### M3 wires, run 1

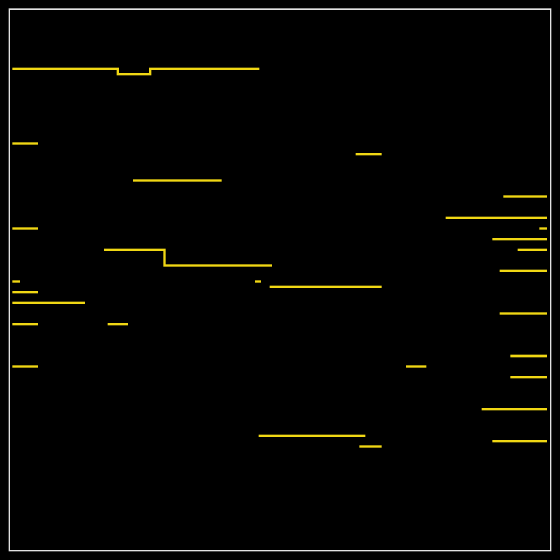
### Routing congestion, run 1

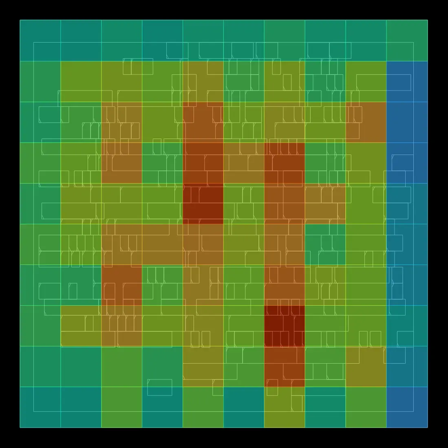
### Where the registers sit, run 1

Bar = 20 um. Other sequential cells in the stronger gray, the rest of the logic in the fainter gray.
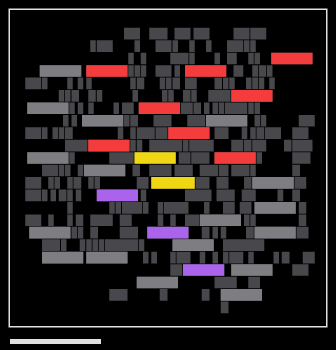
--- config.mk ---
export PLATFORM = sky130hd
export DESIGN_NAME = serial_add_seq
export DESIGN_NICKNAME = d
export VERILOG_FILES = /design/src/rtl/serial_add_seq.sv
export SDC_FILE = /design/constraint.sdc
export NUM_CORES = 1
export LEC_CHECK = 0
export ABC_AREA = 1
export CORE_MARGIN = 2
export CORE_UTILIZATION = 35
export CTS_CLUSTER_SIZE = 16
export DETAILED_ROUTE_END_ITERATION = 10
export GPL_TIMING_DRIVEN = 0
export SYNTH_ARGS = -nofsm -noshare
export SYNTH_HDL_FRONTEND = slang
export SYNTH_SLANG_ARGS = --single-unit
--- constraint.sdc ---
create_clock -name clk -period 1.13 [get_ports clk]
set_input_delay 0.2825 -clock clk [delete_from_list [all_inputs] [get_ports clk]]
set_output_delay 0.2825 -clock clk [all_outputs]
set_load 0.01 [all_outputs]
--- src/rtl/serial_add_seq.sv ---
// rtl/serial_add_seq.sv - bit-serial adder sequencer around a half-adder pair and carry flop (optional subtract: SERIAL_ADD_SUB_EN)
module serial_add_seq #(
    parameter int WIDTH = 8
) (
    input  logic             clk,
    input  logic             rst,
    input  logic             in_valid,
    output logic             in_ready,
    input  logic [WIDTH-1:0] a,
    input  logic [WIDTH-1:0] b,
`ifdef SERIAL_ADD_SUB_EN
    input  logic             sub,
`endif
    output logic             out_valid,
    input  logic             out_ready,
    output logic [WIDTH-1:0] sum,
    output logic             carry_out,
    output logic             busy
);

    localparam logic [1:0] IDLE  = 2'd0;
    localparam logic [1:0] SHIFT = 2'd1;
    localparam logic [1:0] DONE  = 2'd2;

    localparam int CW = (WIDTH > 1) ? $clog2(WIDTH) : 1;
    localparam logic [CW-1:0] LAST = CW'(WIDTH - 1);

    logic [1:0]       state;
    logic [WIDTH-1:0] op_a;
    logic [WIDTH-1:0] op_b;
    logic [WIDTH-1:0] sum_q;
    logic [CW-1:0]    cnt;
    logic             carry_q;
    logic             sub_sel;

    // Two half-adder cells plus an OR form the full-adder bit slice.
    logic ha1_s, ha1_c, ha2_s, ha2_c, carry_next;

`ifdef SERIAL_ADD_SUB_EN
    assign sub_sel = sub;
`else
    assign sub_sel = 1'b0;
`endif

    assign ha1_s      = op_a[0] ^ op_b[0];
    assign ha1_c      = op_a[0] & op_b[0];
    assign ha2_s      = ha1_s ^ carry_q;
    assign ha2_c      = ha1_s & carry_q;
    assign carry_next = ha1_c | ha2_c;

    assign in_ready  = (state == IDLE);
    assign out_valid = (state == DONE);
    assign busy      = (state == SHIFT);
    assign sum       = sum_q;
    assign carry_out = carry_q;

    // Sequencer: capture operands, shift one bit pair per cycle, hold result until consumed.
    always_ff @(posedge clk or posedge rst) begin
        if (rst) begin
            state   <= IDLE;
            op_a    <= '0;
            op_b    <= '0;
            sum_q   <= '0;
            cnt     <= '0;
            carry_q <= 1'b0;
        end else begin
            case (state)
                IDLE: begin
                    if (in_valid) begin
                        // Subtract is a + ~b + 1: invert B and preset the carry.
                        op_a    <= a;
                        op_b    <= b ^ {WIDTH{sub_sel}};
                        carry_q <= sub_sel;
                        cnt     <= '0;
                        sum_q   <= '0;
                        state   <= SHIFT;
                    end
                end
                SHIFT: begin
                    op_a    <= op_a >> 1;
                    op_b    <= op_b >> 1;
                    carry_q <= carry_next;
                    sum_q   <= {ha2_s, sum_q[WIDTH-1:1]};
                    cnt     <= cnt + 1'b1;
                    if (cnt == LAST) begin
                        state <= DONE;
                    end
                end
                DONE: begin
                    if (out_ready) begin
                        state <= IDLE;
                    end
                end
                default: state <= IDLE;
            endcase
        end
    end

endmodule

==> impl_metrics.env, run 1 <==
# implementation run metrics
export IMPL_ctsResizeCount=67
export IMPL_crit_chain="buf_6 > buf_8 > nor2_4 > buf_6"
export IMPL_topCellsByArea="dfrtp_1 (51%), nand2_1 (20%), inv_1 (8.1%), nand3_1 (5.4%), o21ai_2 (3.5%)"
export IMPL_violations="negative setup slack"
export IMPL_top_layer_used="met4"
export IMPL_ys_warn_count=0
export IMPL_dp_cells=269
export IMPL_pre_cts_ws_ps=-600
export IMPL_gp_congestion=0.727
export IMPL_drive_gt1_share_pct=25.9
export IMPL_outcome="finished, violations left"
export IMPL_ys_seq_share_pct=50.6
export IMPL_p_switching_uw=2190
export IMPL_cts_sinks=30
export IMPL_top_logic_kind="simple AND/OR/NAND/NOR gates"
export IMPL_fin_ws_ps=-286
export IMPL_synthCells=188
export IMPL_holdPathEnd="op_b[7]"
export IMPL_htreeDepth=2
export IMPL_nNetsFinal=265
export IMPL_final_clk_cell_share_pct=4.24
export IMPL_powerSeq_uw=1850
export IMPL_dominant_cells="registers"
export IMPL_m1WireLength_um=1610
export IMPL_grt_first_pass_wirelength_um=5800
export IMPL_synth_simple_area_share_pct=27.4
export IMPL_num_antenna_cells=0
export IMPL_whs_ps=400
export IMPL_antenna_left=0
export IMPL_ys_sh_aoi_pct=5.99
export IMPL_via_count=1251
export IMPL_setup_viol=25
export IMPL_final_cells=293
export IMPL_worstSetupEndpointType="output port"
export IMPL_rows=23
export IMPL_startpoint="state[0]"
export IMPL_die_x_um=69.1
export IMPL_grt_pass1_vias=1272
export IMPL_drt_iter0_drc=72
export IMPL_ctsHoldBuffers=0
export IMPL_hp_class="input port to register"
export IMPL_yosys_area_um2=1480
export IMPL_synth_area_per_cell_um2=7.89
export IMPL_drc_errors=0
export IMPL_p_clk_uw=903
export IMPL_floorplan_nets=211
## Picture notes: 'M3 wires'
- longest straight run: 14.0 um
- wire length on this layer: 193 um

## Picture notes: 'Routing congestion'
routed len/inst: 11.4 um
final core utilization: 53.5%
GRT met3 Usage: 4.68%
met2 Use GR: 22.4%

## Picture notes: 'Where the registers sit'
- `op_a`: red (sequential cells 8)
- `cnt`: purple (sequential cells 3)
- `state`: yellow (sequential cells 2)
- not colored: 17

### Metal 2, run 1

Bar = 20 um.
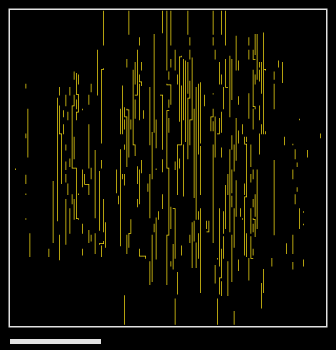

--- run 2 (diff from run 1) ---
--- a/config.mk
+++ b/config.mk
@@ -6,11 +6,13 @@
 export NUM_CORES = 1
 export LEC_CHECK = 0
 export ABC_AREA = 1
+export CORE_ASPECT_RATIO = 1.25
 export CORE_MARGIN = 2
 export CORE_UTILIZATION = 35
 export CTS_CLUSTER_SIZE = 16
 export DETAILED_ROUTE_END_ITERATION = 10
 export GPL_TIMING_DRIVEN = 0
+export PLACE_DENSITY_LB_ADDON = 0.2
 export SYNTH_ARGS = -nofsm -noshare
 export SYNTH_HDL_FRONTEND = slang
 export SYNTH_SLANG_ARGS = --single-unit
### Metal 2, run 2

Bar = 20 um.
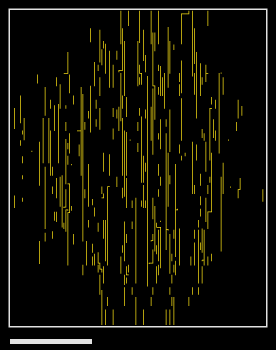
- nets with wire on the layer: 185
- longest straight run: 51.0 um
- wire length on this layer: 1,420 um
- share of all routed wire: 48%
- main direction: vertical
DR vias: 1,235
routed wire length: 2930 um

==> run 2 against run 1 <==
The flow still finishes with violations (negative setup slack). Synthesized area unchanged. Final area down 3.8%. Register-to-register slack about the same. Clock skew down 3.2 ps. Clock power down 1%.
==> impl_metrics.env, run 2 <==
# implementation run metrics
export IMPL_m1WireLength_um=1330
export IMPL_die_x_um=62.2
export IMPL_pre_cts_ws_ps=-567
export IMPL_ctsHoldBuffers=0
export IMPL_gp_congestion=0.717
export IMPL_ys_sh_aoi_pct=5.99
export IMPL_synthCells=188
export IMPL_synth_simple_area_share_pct=27.4
export IMPL_topCellsByArea="dfrtp_1 (51%), nand2_1 (20%), inv_1 (8.1%), nand3_1 (5.4%), o21ai_2 (3.5%)"
export IMPL_hp_class="input port to async pin"
export IMPL_whs_ps=428
export IMPL_setup_viol=23
export IMPL_violations="negative setup slack"
export IMPL_drt_iter0_drc=20
export IMPL_outcome="finished, violations left"
export IMPL_ys_seq_share_pct=50.6
export IMPL_final_core_util_pct=51.0
export IMPL_crit_chain="buf_6 > buf_8 > nor2_4 > buf_6"
export IMPL_synth_area_per_cell_um2=7.89
export IMPL_htreeDepth=2
export IMPL_final_cells=294
export IMPL_fin_ws_ps=-304
### Selected gate families, run 2

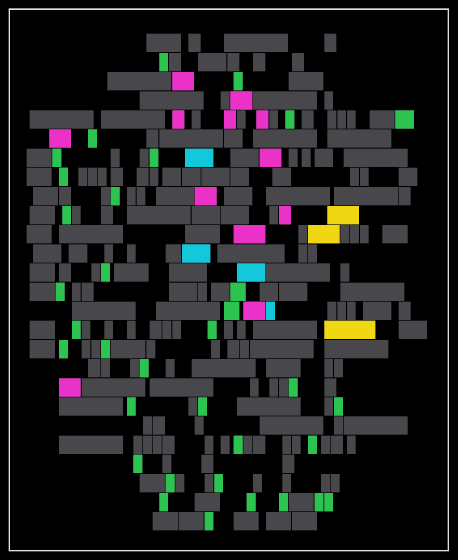
- inverters: green (cells 34)
- adder and majority cells: yellow (cells 3)
- inverting AOI/OAI gates: magenta (cells 12)
- NOR gates: cyan (cells 4; where center)

### Where the registers sit, run 2

Bar = 20 um. Other sequential cells in the stronger gray, the rest of the logic in the fainter gray.
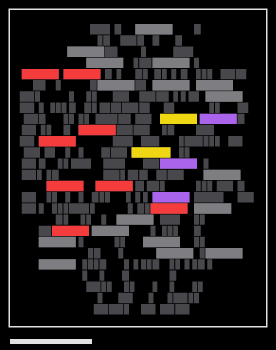

--- run 3 (diff from run 2) ---
--- a/config.mk
+++ b/config.mk
@@ -7,7 +7,7 @@
 export LEC_CHECK = 0
 export ABC_AREA = 1
 export CORE_ASPECT_RATIO = 1.25
-export CORE_MARGIN = 2
+export CORE_MARGIN = 1.5
 export CORE_UTILIZATION = 35
 export CTS_CLUSTER_SIZE = 16
 export DETAILED_ROUTE_END_ITERATION = 10
### Where the registers sit, run 3

Bar = 20 um. Other sequential cells in the stronger gray, the rest of the logic in the fainter gray.
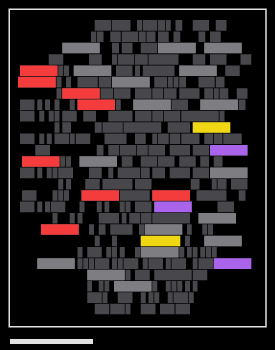
- `state`: yellow (sequential cells 2)
- `op_a`: red (sequential cells 8)
- `cnt`: purple (sequential cells 3)
register area: 752 um2
Seq/total area: 29.9%
final core utilization: 61.9%

==> run 3 against run 2 <==
The flow still finishes with violations (negative setup slack). Power rose by 32%. Die size fell by 2.9%. Via count rose by 13%. Critical path depth rose by 1. Fmax fell by 1.0%. Global-route usage rose by 1.7 points. Sequential cell count did not move. Worst hold slack improved by 1.3 ps. Register-to-register slack got worse by 110 ps. Core utilization rose by 11 points. Sequential power barely moved. Critical path type unchanged.
==> impl_metrics.env, run 3 <==
# implementation run metrics
export IMPL_cts_tree="built"
export IMPL_violations="negative setup slack"
export IMPL_crit_chain="buf_6 > inv_4 > nor2_4 > buf_6 > buf_6"
export IMPL_drt_iter0_drc=76
export IMPL_p_switching_uw=2830
export IMPL_bufAreaShareNonClock_pct=27.6
export IMPL_gp_congestion=0.699
export IMPL_cpPeakStageDelay_ps=410
export IMPL_via_count=1396
export IMPL_ys_sh_aoi_pct=5.99
export IMPL_ys_seq_share_pct=50.6
export IMPL_outcome="finished, violations left"
export IMPL_m1WireLength_um=1670
export IMPL_synth_area_per_cell_um2=7.89
export IMPL_logic_gates=116
export IMPL_synthCells=188
export IMPL_pre_cts_ws_ps=-567
export IMPL_slew_headroom_pct=55.1
export IMPL_topCellsByArea="dfrtp_1 (51%), nand2_1 (20%), inv_1 (8.1%), nand3_1 (5.4%), o21ai_2 (3.5%)"
export IMPL_die_x_um=61.2
export IMPL_routed_wirelength_um=4190
export IMPL_hold_viol=0
export IMPL_fin_ws_ps=-319
export IMPL_synth_simple_area_share_pct=27.4
export IMPL_htreeDepth=2
export IMPL_final_cells=311
export IMPL_mostFrequentLayoutCells="nand2_1 (61), inv_1 (31), dfrtp_1 (29)"
export IMPL_portBuffers=31
export IMPL_setup_viol=33
### M3 wires, run 3

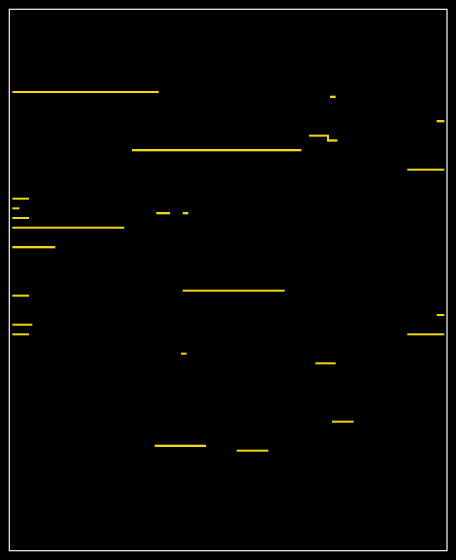
- nets with wire on the layer: 19
- wire length on this layer: 125 um

Power and IR drop assume default switching activity.
